$ cat src/rtl/regs_wr_arbiter.sv
// Two-requester round-robin arbiter driving a registered register-file write port.
// Optional macro REGS_ARB_PROTECT_EN: writes to addresses 0 and 1 are accepted, dropped and counted.
module regs_wr_arbiter #(
    parameter int unsigned DATA_WIDTH     = 16,
    parameter int unsigned REG_ADDR_WIDTH = 4
) (
    input  logic                      clk,
    input  logic                      rst_n,
    input  logic                      hold,

    input  logic                      a_valid,
    input  logic [REG_ADDR_WIDTH-1:0] a_addr,
    input  logic [DATA_WIDTH-1:0]     a_data,
    output logic                      a_ready,

    input  logic                      b_valid,
    input  logic [REG_ADDR_WIDTH-1:0] b_addr,
    input  logic [DATA_WIDTH-1:0]     b_data,
    output logic                      b_ready,

    output logic                      en_write,
    output logic [REG_ADDR_WIDTH-1:0] addr_write,
    output logic [DATA_WIDTH-1:0]     data_write,
    output logic [7:0]                drop_cnt
);

    typedef enum logic {
        GrantA = 1'b0,
        GrantB = 1'b1
    } grant_e;

    grant_e                    r_last_grant;
    grant_e                    w_last_grant_d;
    logic                      w_a_grant;
    logic                      w_b_grant;
    logic                      w_xfer;
    logic                      w_drop;
    logic                      w_fwd;
    logic [REG_ADDR_WIDTH-1:0] w_sel_addr;
    logic [DATA_WIDTH-1:0]     w_sel_data;

    logic                      r_en_write;
    logic [REG_ADDR_WIDTH-1:0] r_addr_write;
    logic [DATA_WIDTH-1:0]     r_data_write;

    // Readys are gated by rst_n so nothing can be accepted while reset is asserted.
    always_comb begin
        w_a_grant = 1'b0;
        w_b_grant = 1'b0;
        if (rst_n && !hold) begin
            if (a_valid && (!b_valid || (r_last_grant == GrantB))) begin
                w_a_grant = 1'b1;
            end else if (b_valid) begin
                w_b_grant = 1'b1;
            end
        end
    end

    assign a_ready = w_a_grant;
    assign b_ready = w_b_grant;
    assign w_xfer  = w_a_grant | w_b_grant;

    always_comb begin
        w_sel_addr = b_addr;
        w_sel_data = b_data;
        if (w_a_grant) begin
            w_sel_addr = a_addr;
            w_sel_data = a_data;
        end
    end

    // Grant history only moves on an actual transfer; hold leaves it untouched.
    always_comb begin
        w_last_grant_d = r_last_grant;
        if (w_a_grant) begin
            w_last_grant_d = GrantA;
        end else if (w_b_grant) begin
            w_last_grant_d = GrantB;
        end
    end

    always_ff @(posedge clk or negedge rst_n) begin
        if (!rst_n) begin
            r_last_grant <= GrantB;
        end else begin
            r_last_grant <= w_last_grant_d;
        end
    end

`ifdef REGS_ARB_PROTECT_EN
    logic [7:0] r_drop_cnt;

    // Addresses 0 and 1 are the protected registers.
    assign w_drop = w_xfer && ((w_sel_addr >> 1) == '0);

    always_ff @(posedge clk or negedge rst_n) begin
        if (!rst_n) begin
            r_drop_cnt <= 8'd0;
        end else if (w_drop && (r_drop_cnt != 8'hFF)) begin
            r_drop_cnt <= r_drop_cnt + 8'd1;
        end
    end

    assign drop_cnt = r_drop_cnt;
`else
    assign w_drop   = 1'b0;
    assign drop_cnt = 8'd0;
`endif

    assign w_fwd = w_xfer && !w_drop;

    // Address/data only load on a forwarded write so they hold between writes.
    always_ff @(posedge clk or negedge rst_n) begin
        if (!rst_n) begin
            r_en_write   <= 1'b0;
            r_addr_write <= '0;
            r_data_write <= '0;
        end else begin
            r_en_write <= w_fwd;
            if (w_fwd) begin
                r_addr_write <= w_sel_addr;
                r_data_write <= w_sel_data;
            end
        end
    end

    assign en_write   = r_en_write;
    assign addr_write = r_addr_write;
    assign data_write = r_data_write;

    a_one_ready: assert property (@(posedge clk) disable iff (!rst_n) !(a_ready && b_ready));

endmodule

$ cat config.mk
export PLATFORM = sky130hd
export DESIGN_NAME = regs_wr_arbiter
export DESIGN_NICKNAME = d
export VERILOG_FILES = /design/src/rtl/regs_wr_arbiter.sv
export SDC_FILE = /design/constraint.sdc
export NUM_CORES = 1
export LEC_CHECK = 0
export CORE_MARGIN = 3
export CORE_UTILIZATION = 36
export CTS_CLUSTER_DIAMETER = 120
export DETAILED_ROUTE_END_ITERATION = 7
export HOLD_SLACK_MARGIN = 0.02
export PLACE_DENSITY = 0.79
export SYNTH_ARGS = -nofsm -noshare
export SYNTH_HDL_FRONTEND = slang
export SYNTH_SLANG_ARGS = --single-unit
$ cat constraint.sdc
create_clock -name clk -period 1.6 [get_ports clk]
set_input_delay 0.4 -clock clk [delete_from_list [all_inputs] [get_ports clk]]
set_output_delay 0.4 -clock clk [all_outputs]
set_load 0.05 [all_outputs]
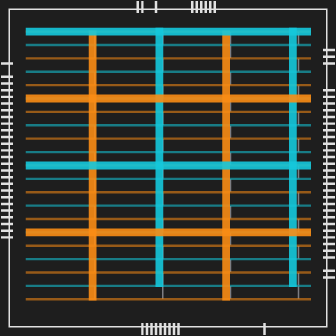
**Above:** run 1 (power grid).
Pins as bars on the die edge. Tap cells in gray.
Key: cyan = VDD; orange = VSS
21 met1 rails follow the rows. 4 straps on met5. 44 tap cells. 76 signal pins sit on the boundary. The core has 20 rows.
Die X-Extent: 64.2 µm
core area: 3150 µm²
maximum vdd drop: 698 µV

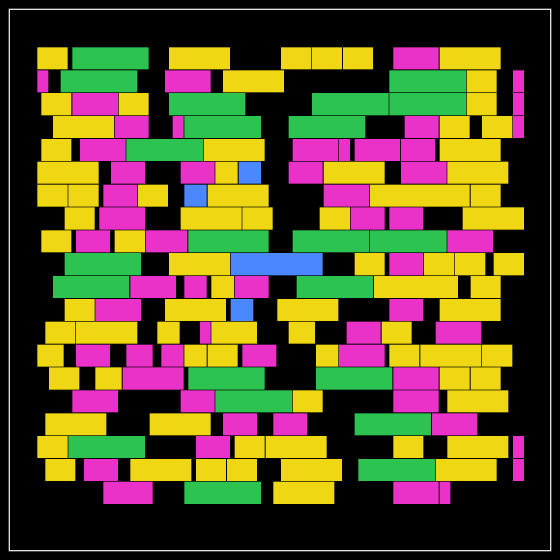
**Above:** run 1 (cell classes on the final placement).
Key: blue = clock drivers and dummy loads [cells 4]; yellow = other buffers and delay cells [cells 79]; green = flops [cells 22]; magenta = combinational and other logic [cells 56]
final core occ: 75.6%
Layout Cell Area excl Fill: 2380 µm²
Cell Rows: 20

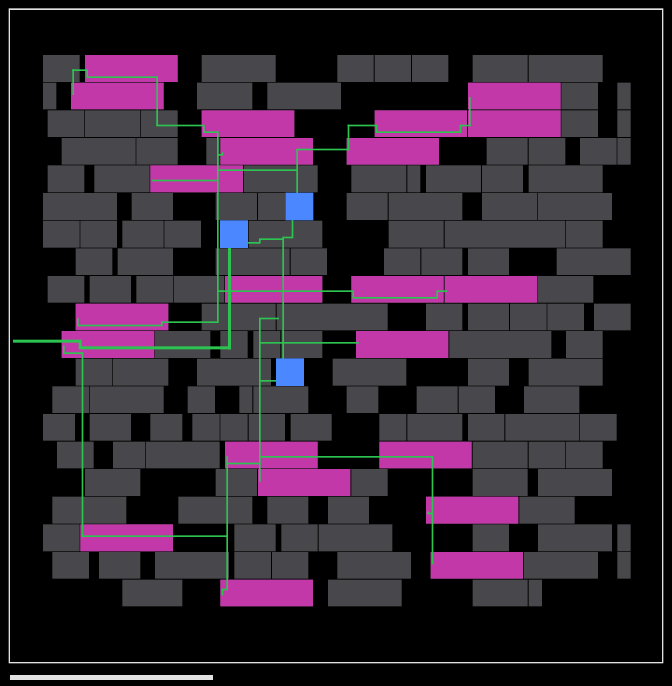
**Above:** run 1 (clock network drawn from the DEF).
The bar under the picture is 20 µm long.
Key: magenta = flip-flops [count 22]; green = clock wires [length 289 µm]; blue = clock drivers [count 3]
There are 4 routed clock nets.
Latency at later pin: 310 ps
Clk network pwr share: 16.0%
Clock Skews: 5.68 ps

run 1: repair_timing:
action,4_1_cts,5_1_grt
gates cloned,2,0
pin swaps,0,1
resized,9,3
setup endpoints to repair,22,22
setup buffers,4,3
run 1: synth_stat cells:
master / instances / area (µm²)
a21oi_1: 1 / 5.00
nand4b_1: 1 / 8.76
dfrtp_1: 21 / 526
nand2_1: 1 / 3.75
dfstp_2: 1 / 26.3
nand3b_4: 1 / 20.0
nand2b_1: 1 / 6.26
inv_1: 2 / 7.51
buf_6: 2 / 22.5
mux2_2: 23 / 259
buf_2: 2 / 10.0
a21boi_0: 1 / 7.51
mux2_4: 17 / 255
buf_4: 8 / 60.1
conb_1: 1 / 3.75
run 1: flip-flops by register name, summed over array words and instances (netlist names):
register and flops:
r_last_grant 1, data_write 16, en_write 1, addr_write 4
run 1: worst paths after layout:
check                                              to  cells past startpoint
hold reg to reg              r_last_grant$_DFFE_PN1P_                      3
min in group clk             r_last_grant$_DFFE_PN1P_                      3
setup reg to reg           data_write[13]$_DFFE_PN0P_                      5
max in group asynchronous    r_last_grant$_DFFE_PN1P_                      2
hold / removal             data_write[10]$_DFFE_PN0P_                      2
setup / recovery                              a_ready                      4
run 1: where the power goes:
group | leakage (µW) | total (µW) | switching [µW] | internal [µW]
Clock | 0.0000279 | 432 | 179 | 253
Combinational | 0.000833 | 1460 | 644 | 814
Sequential | 0.000258 | 812 | 134 | 678
run 1: cell families (layout without fill, tap and decap cells):
family	count (synthesis)	in the layout	synth area share, %
buffers and inverters	14	85	8.20
DFF	22	22	45.2
and+or+nand+nor	4	4	3.18
AOI/OAI and AO/OA	2	2	1.02
other	1	8	0.307
muxes	40	40	42.1
run 1: layout make-up:
class                      instances  area, µm²
tap                               44       55.1
inverter                           2       11.3
timing repair buffer              79       1090
clock inverter                     1       30.0
multi-input combinational         54        622
fill                             219        771
clock buffer                       3       22.5
sequential                        22        552
run 1: per-layer routing:
metal	vias up	GRT usage (%)	routed length [µm]
li1	428	-	-
met1	446	18.9	1280
met2	61	33.1	1740
met3	6	5.62	322
met4	0	5.80	59
met5	-	0	0
run 1: per-stage QoR:
step / setup TNS, ps / worst slack, ps
2_1_floorplan: -5.80 / -5.80
3_3_place_gp: -8250 / -380
3_5_place_dp: -9050 / -429
4_1_cts: -815 / -246
5_1_grt: -1050 / -308
6_report: -385 / -233
==> flow_summary_export.csv, run 1 <==
group,metric,value,unit
finish,syn_to_final_growth,95.1,%
setup_path,path_buffers,2,
cts,cts_buffer_depth,2,
detailed_routing,viasPerCell,4.59,
outcome,status,"complete, but fails checks",
setup_path,cp-end-kind,"output port",
detailed_routing,num_vias,941,
cts,cts_tree,"built",
sta,hold_viol,0,
setup_path,cp-start-kind,"flop",
run,warnings,29,
yosys,ys_seq_share,45.2,%
yosys,netlist_area,1220,µm²
hold_path,hold_class,"input pin to asynchronous set/reset pin",
sta,max_freq,546,MHz
detailed_routing,drt_first_pass_iters,3,
cts,clock-sinks,22,
floorplanning,fp_util,38.7,%
yosys,synth.distinct_cells,15,
sta,slew_violations,0,
finish,diodes,0,
run,maxCapViolCount,0,
placement,port_buffers,67,
power,total_power,2700,µW
grt,grt-ovfl-total,0,
yosys,yosys_warnings,0,
finish,fin_nets,207,
placement,globalplace.congestion,0.681,
power,p_leak,0.00112,µW
finish,layout-drive-gt1-share,52.2,%
cts,cts_root_buf,"clkbuf_4",
sta,post-route-period-util,115,%
outcome,violations,"negative setup slack",
floorplanning,die-area,4130,µm²
setup_path,cpPeakStageDelay,560,ps
finish,mostFrequentLayoutCell,"clkdlybuf4s50_1",
sta,setup_violations,11,
cts,cts_hold_buf,0,
setup_path,crit_type,"flop to output port",
setup_path,slowest_stage,"dfstp_2",
setup_path,r2r_setup_slack,-10,ps
power,p_per_area,1130,nW/µm²
grt,antenna_found_initial,0,
cts,htreeDepth,1,
cts,clk_pin_slew_worst_paths,130,ps
grt,grt_pass1_wl,5640,µm
floorplanning,io_pins,76,
yosys,syn_inst,83,
placement,dpl.hpwl,2630,µm
sta,whs,269,ps
finish,lay_top_cells,"41 x clkdlybuf4s50_1, 27 x buf_12, 21 x mux2_2, 21 x dfrtp_1, 19 x mux2_4",
detailed_routing,routed_wl,3400,µm
placement,place_inst,195,
setup_path,crit_chain,"nand2b_4, nand4b_1, clkinvlp_4, buf_12",
setup_path,worst_ep_required_time,1200,ps
yosys,ys_area,1220,µm²
setup_path,crit_start,"r_last_grant$_DFFE_PN1P_",
yosys,ys_cells,83,
setup_path,crit_arrival,1430,ps
yosys,synth.avg_cell_area,14.7,µm²
setup_path,path_max_fanout,2,
detailed_routing,ant_nets,0,
detailed_routing,drt-initial-drc-count,50,
yosys,ys_ff,22,
grt,grt_start_max_net_pins,14,
setup_path,crit_family,"flip-flops",
sta,rsz0062_at_grt,"yes",
detailed_routing,avgRoutedWirePerCell,16.6,µm
detailed_routing,drc,0,
finish,finalNonFillerCells,205,
setup_path,reg2reg_from,"r_last_grant$_DFFE_PN1P_",
placement,placed_area,2200,µm²
sta,layout_min_cycle_time,1830,ps
sta,worst_slack,-233,ps
grt,grt_pass1_vias,1108,
grt,grtUsageTotal,17.8,%
cts,numCtsBuffers,3,
==> run 2, diff against run 1 <==
--- a/config.mk
+++ b/config.mk
@@ -5,6 +5,7 @@
 export SDC_FILE = /design/constraint.sdc
 export NUM_CORES = 1
 export LEC_CHECK = 0
+export ABC_CLOCK_PERIOD_IN_PS = 1600
 export CORE_MARGIN = 3
 export CORE_UTILIZATION = 36
 export CTS_CLUSTER_DIAMETER = 120
==> run 2 against run 1 <==
The run still ends with negative setup slack left. Register-to-register slack about the same. Die size unchanged. First-iteration DRC count unchanged. Clock-buffer cell count unchanged. Critical endpoint unchanged. Critical path type unchanged. Core utilization unchanged. Clock skew unchanged. Hold slack unchanged. Sequential cell count unchanged. Non-clock buffer count unchanged. Cell count unchanged. Sequential share of layout area unchanged.
==> flow_summary_export.csv, run 2 <==
group,metric,value,unit
grt,grt_pass1_wl,5640,µm
yosys,synth_top_cell_by_area,"dfrtp_1",
floorplanning,die-area,4130,µm²
outcome,violations,"negative setup slack",
yosys,synth.avg_cell_area,14.7,µm²
setup_path,crit_arrival,1430,ps
power,p_leak,0.00112,µW
floorplanning,io_pins,76,
cts,cts_hold_buf,0,
sta,setup_violations,11,
yosys,syn_inst,83,
setup_path,r2r_setup_slack,-10,ps
setup_path,cp-start-kind,"flop",
run,maxCapViolCount,0,
finish,finalNonFillerCells,205,
sta,worst_slack,-233,ps
finish,fin_nets,207,
yosys,ys_cells,83,
outcome,status,"complete, but fails checks",
finish,lay_top_cells,"41 x clkdlybuf4s50_1, 27 x buf_12, 21 x mux2_2, 21 x dfrtp_1, 19 x mux2_4",
run,warnings,29,
yosys,ys_seq_share,45.2,%
setup_path,slowest_stage,"dfstp_2",
cts,numCtsBuffers,3,
cts,htreeDepth,1,
grt,grt-ovfl-total,0,
yosys,synth-async-reset-ratio,100,%
power,peakVddDrop,698,µV
setup_path,cpPeakStageDelay,560,ps
sta,skew,5.68,ps
setup_path,crit_family,"flip-flops",
floorplanning,num_rows,20,
finish,layout-drive-gt1-share,52.2,%
hold_path,hold_class,"input pin to asynchronous set/reset pin",
detailed_routing,ant_nets,0,
setup_path,path_max_fanout,2,
yosys,synth.distinct_cells,15,
sta,setup_tns,-385,ps
finish,largest_reg_flops,16,
yosys,ys.flop_type,"dfrtp_1",
yosys,netlist_area,1220,µm²
power,p_int,1740,µW
detailed_routing,drt-initial-drc-count,50,
yosys,edf_count,0,
finish,mostFrequentLayoutCell,"clkdlybuf4s50_1",
cts,cts_root_buf,"clkbuf_4",
power,seqPwrFrac,30.0,%
yosys,yosys_warnings,0,
run 2: cell counts after synthesis:
Identical to the previous run, type by type.
run 2: cell type report:
cell class                      count  area share, %
Timing Repair Buffer               79           45.7
Multi-Input combinational cell     54           26.1
Sequential cell                    22           23.2
Tap cell                           44           2.31
Clock inverter                      1           1.26
Clock buffer                        3          0.945
Inverter                            2          0.473
run 2: worst paths after layout:
| kind | startpoint | depth (start not counted) | to |
|---|---|---|---|
| max in group asynchronous | rst_n | 2 | r_last_grant$_DFFE_PN1P_ |
| worst min-delay path | rst_n | 2 | data_write[10]$_DFFE_PN0P_ |
| min in group clk | r_last_grant$_DFFE_PN1P_ | 3 | r_last_grant$_DFFE_PN1P_ |
| worst max-delay path | r_last_grant$_DFFE_PN1P_ | 4 | a_ready |
| worst max register to register | r_last_grant$_DFFE_PN1P_ | 5 | data_write[13]$_DFFE_PN0P_ |
| worst min register to register | r_last_grant$_DFFE_PN1P_ | 3 | r_last_grant$_DFFE_PN1P_ |
run 2: kinds of logic (layout without fill, tap and decap cells):
group / count (synthesis) / in the layout / synth area share [%]
flops: 22 / 22 / 45.2
simple gates: 4 / 4 / 3.18
compound gates: 2 / 2 / 1.02
other cells: 1 / 8 / 0.307
buf+inv: 14 / 85 / 8.20
mux: 40 / 40 / 42.1
run 2: worst register-to-register path: cells and delay by family, from the launching register on:
family                 cells  cell delay [ps]
buffers and inverters      2              360
AND/OR/NAND/NOR            2              290
flip-flops                 1              560
multiplexers               1              290
run 2: repair_timing:
action / CTS / global route
gates resized: 9 / 3
gates cloned: 2 / 0
endpoints found under the setup margin: 22 / 22
pin swaps: 0 / 1
setup buffers: 4 / 3
endpoints found under the hold margin: 0 / 0
run 2: metal layers:
metal | wire length (µm) | up-vias | part of all wire [%] | global-route usage, %
met5 | 0 | - | 0 | 0
met4 | 59 | 0 | 1.7 | 5.80
met3 | 322 | 6 | 9.5 | 5.62
met2 | 1740 | 61 | 51 | 33.1
met1 | 1280 | 446 | 38 | 18.9
li1 | - | 428 | - | -
run 2: through the flow:
stage               utilization (%)  setup WS, ps  power (µW)  hold slack (ps)
global placement               69.6          -380        2210              465
floorplan                         -         -5.80        1510              104
CTS                            74.9          -246        2720              274
detailed placement             69.6          -429        2240              500
finish                         75.6          -233        2700              269
global route                   75.6          -308        2820              266
run 2: power by group through the flow:
stage | clock network (µW) | logic, µW | registers, µW
after global placement | 0 | 1390 | 815
final | 432 | 1460 | 812
after floorplan | 0 | 358 | 1160
after global routing | 480 | 1510 | 825
after detailed placement | 0 | 1420 | 822
after CTS | 445 | 1460 | 812
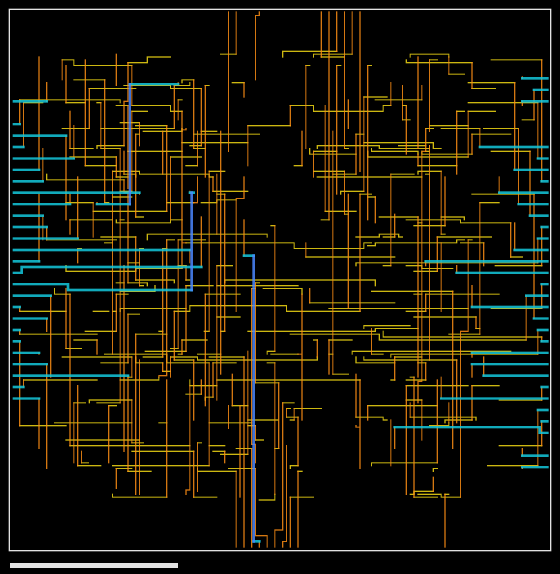
**Above:** run 2 (routed metal, one color a layer).
The bar under the picture is 20 µm long.
Key: blue = metal 4 [wire length 59.8 µm]; yellow = metal 1 [wire length 1280 µm]; cyan = metal 3 [wire length 322 µm]; orange = metal 2 [wire length 1740 µm]
Total GRT Usage: 17.8%
per-cell routed wire length: 16.6 µm
vias after detailed routing: 941
Post-Route WL: 3400 µm

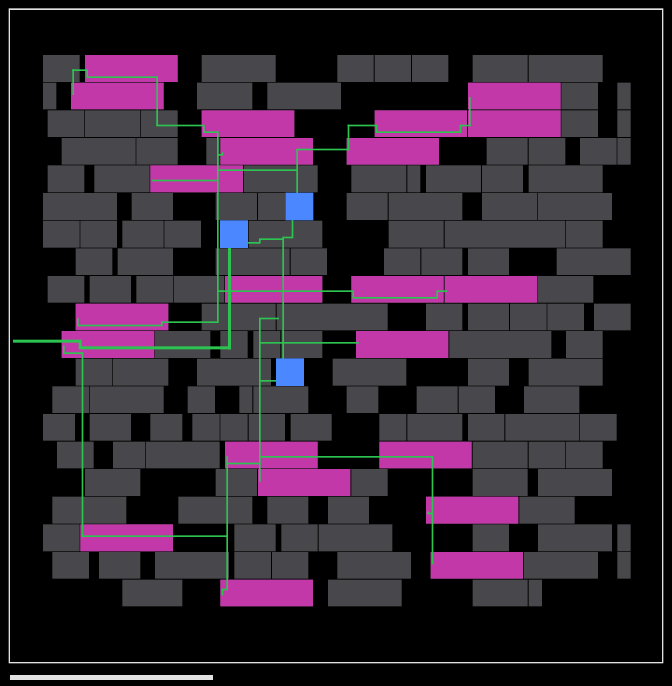
**Above:** run 2 (clock network drawn from the DEF).
The bar under the picture is 20 µm long.
Key: blue = clock drivers [count 3]; magenta = flip-flops [count 22]; green = clock wires [length 289 µm]
There are 4 routed clock nets.
Clk. pwr: 432 µW

==> run 3, diff against run 2 <==
--- a/config.mk
+++ b/config.mk
@@ -11,6 +11,7 @@
 export CTS_CLUSTER_DIAMETER = 120
 export DETAILED_ROUTE_END_ITERATION = 7
 export HOLD_SLACK_MARGIN = 0.02
+export MAX_ROUTING_LAYER = met4
 export PLACE_DENSITY = 0.79
 export SYNTH_ARGS = -nofsm -noshare
 export SYNTH_HDL_FRONTEND = slang
==> run 3 against run 2 <==
Sequential cell count is the same. Largest cell class unchanged. Global-route usage grew 0.49 points. Combinational power is essentially flat. Clock skew shrank 0.61 ps. Highest routed layer unchanged. The flow still finishes with violations (negative setup slack).
==> flow_summary_export.csv, run 3 <==
group,metric,value,unit
yosys,ys_cells,83,
yosys,synth.distinct_cells,15,
finish,layout-drive-gt1-share,52.2,%
placement,globalplace.congestion,0.688,
setup_path,path_buffers,2,
setup_path,cpPeakStageDelay,560,ps
run,warnings,29,
power,p_per_area,1130,nW/µm²
power,p_sw_share,35.4,%
run,maxCapViolCount,0,
detailed_routing,ant_nets,0,
setup_path,crit_family,"flip-flops",
finish,diodes,0,
grt,grt_pass1_wl,5640,µm
floorplanning,fp_util,38.7,%
cts,cts_tree,"built",
yosys,most_common_cell,"mux2_2",
cts,cts_buffer_depth,2,
setup_path,path_depth,4,
power,power.switching,956,µW
detailed_routing,avgRoutedWirePerCell,16.6,µm
cts,clock.latency.late_pin,310,ps
sta,layout_min_cycle_time,1830,ps
hold_path,hold_class,"input pin to asynchronous set/reset pin",
power,clkPwrFrac,16.0,%
floorplanning,die_w,64.2,µm
sta,post-route-period-util,115,%
finish,fin_nets,207,
detailed_routing,routed_wl,3410,µm
grt,grt-ovfl-total,0,
sta,rsz0062_at_grt,"yes",
power,p_int,1740,µW
yosys,topCellsByArea,"dfrtp_1 43%, mux2_2 21%, mux2_4 21%, buf_4 4.9%, dfstp_2 2.2%",
sta,setup_tns,-397,ps
cts,cts_hold_buf,0,
cts,clock-sinks,22,
outcome,violations,"negative setup slack",
finish,largest_reg_flops,16,
setup_path,path_max_fanout,2,
setup_path,crit_start,"r_last_grant$_DFFE_PN1P_",
cts,clk_pin_slew_worst_paths,130,ps
yosys,netlist_area,1220,µm²
setup_path,reg2reg_from,"r_last_grant$_DFFE_PN1P_",
cts,cts_root_buf,"clkbuf_4",
yosys,syn_inst,83,
setup_path,cp-start-kind,"flop",
detailed_routing,num_vias,951,
yosys,ys.flop_type,"dfrtp_1",
sta,worst_slack,-235,ps
finish,syn_to_final_growth,95.1,%
floorplanning,num_rows,20,
outcome,status,"complete, but fails checks",
setup_path,slowest_stage,"dfstp_2",
power,total_power,2700,µW
sta,setup_violations,12,
placement,port_buffers,67,
detailed_routing,viasPerCell,4.64,
setup_path,worst_ep_required_time,1200,ps
yosys,synth-async-reset-ratio,100,%
grt,grt_pass1_vias,1108,
yosys,synth_top_cell_by_area,"dfrtp_1",
cts,htreeDepth,1,
yosys,ys_seq_share,45.2,%
yosys,ys_ff,22,
floorplanning,die-area,4130,µm²
setup_path,reg2reg_depth,5,
yosys,ys_area,1220,µm²
finish,fin_util,75.6,%
sta,hold_viol,0,
-- run 3: through the flow --
step	hold slack, ps	instance area [µm²]
after CTS	274	2360
after floorplan	104	1270
after global placement	465	2200
after detailed placement	500	2200
final	270	2380
after global routing	266	2380
-- run 3: timing repair --
item,CTS,global route
cloned,2,0
setup buffers,4,3
pin swaps,0,1
setup endpoints to repair,22,22
resized,9,3
-- run 3: layout make-up --
cell class / count / area, µm²
Clock buffer: 3 / 22.5
Sequential cell: 22 / 552
Inverter: 2 / 11.3
Multi-Input combinational cell: 54 / 622
Tap cell: 44 / 55.1
Clock inverter: 1 / 30.0
Timing Repair Buffer: 79 / 1090
Fill cell: 219 / 771
-- run 3: logic make-up (layout without fill, tap and decap cells) --
group / after synthesis / count (layout) / synth area share (%)
flip-flops: 22 / 22 / 45.2
buffers and inverters: 14 / 85 / 8.20
other: 1 / 8 / 0.307
multiplexers: 40 / 40 / 42.1
AND/OR/NAND/NOR: 4 / 4 / 3.18
AND-OR/OR-AND: 2 / 2 / 1.02
-- run 3: power groups by stage --
stage,Sequential (µW),Combinational (µW),Clock (µW)
3_5_place_dp,822,1420,0
3_3_place_gp,815,1390,0
4_1_cts,812,1460,445
2_1_floorplan,1160,358,0
6_report,811,1460,431
5_1_grt,825,1510,480
-- run 3: routing by layer --
metal	share of wire, %	wire (µm)	up-vias	global-route usage [%]
met3	8.9	303	6	4.75
met1	38	1300	451	19.4
met4	1.8	61	0	5.80
met5	0	0	-	-
li1	-	-	431	-
met2	51	1740	63	33.1
-- run 3: final timing paths --
path | end | slack (ps)
worst max-delay path | a_ready | -230
worst min-delay path | data_write[10]$_DFFE_PN0P_ | 270
worst max register to register | data_write[13]$_DFFE_PN0P_ | -10
worst min register to register | r_last_grant$_DFFE_PN1P_ | 640
max in group asynchronous | r_last_grant$_DFFE_PN1P_ | 1080
min in group clk | r_last_grant$_DFFE_PN1P_ | 640
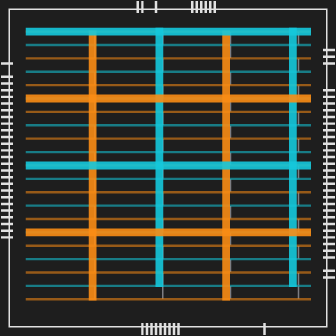
**Above:** run 3 (power grid).
Pins as bars on the die edge. Tap cells in gray.
Key: cyan = VDD; orange = VSS
4 straps on met5. The core has 20 rows. 21 met1 rails follow the rows. 4 straps on met4.
Die H: 64.2 µm
maximum vdd drop: 696 µV

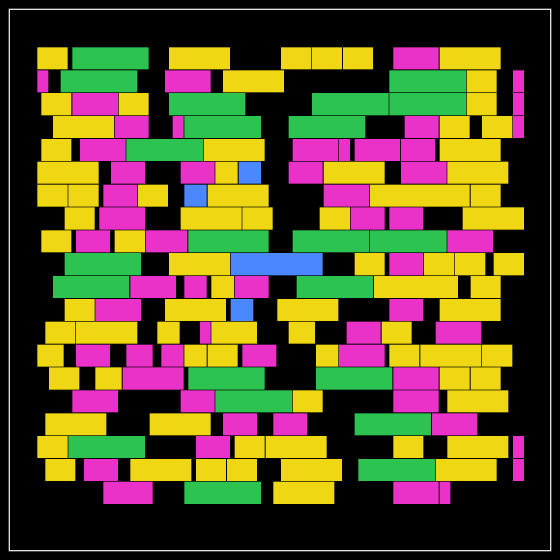
**Above:** run 3 (cell classes on the final placement).
Key: green = flops [cells 22]; magenta = combinational and other logic [cells 56]; blue = clock drivers and dummy loads [cells 4]; yellow = other buffers and delay cells [cells 79]
Seq/total area: 23.2%

No activity file was given, so power comes from the tool's default toggle rates.
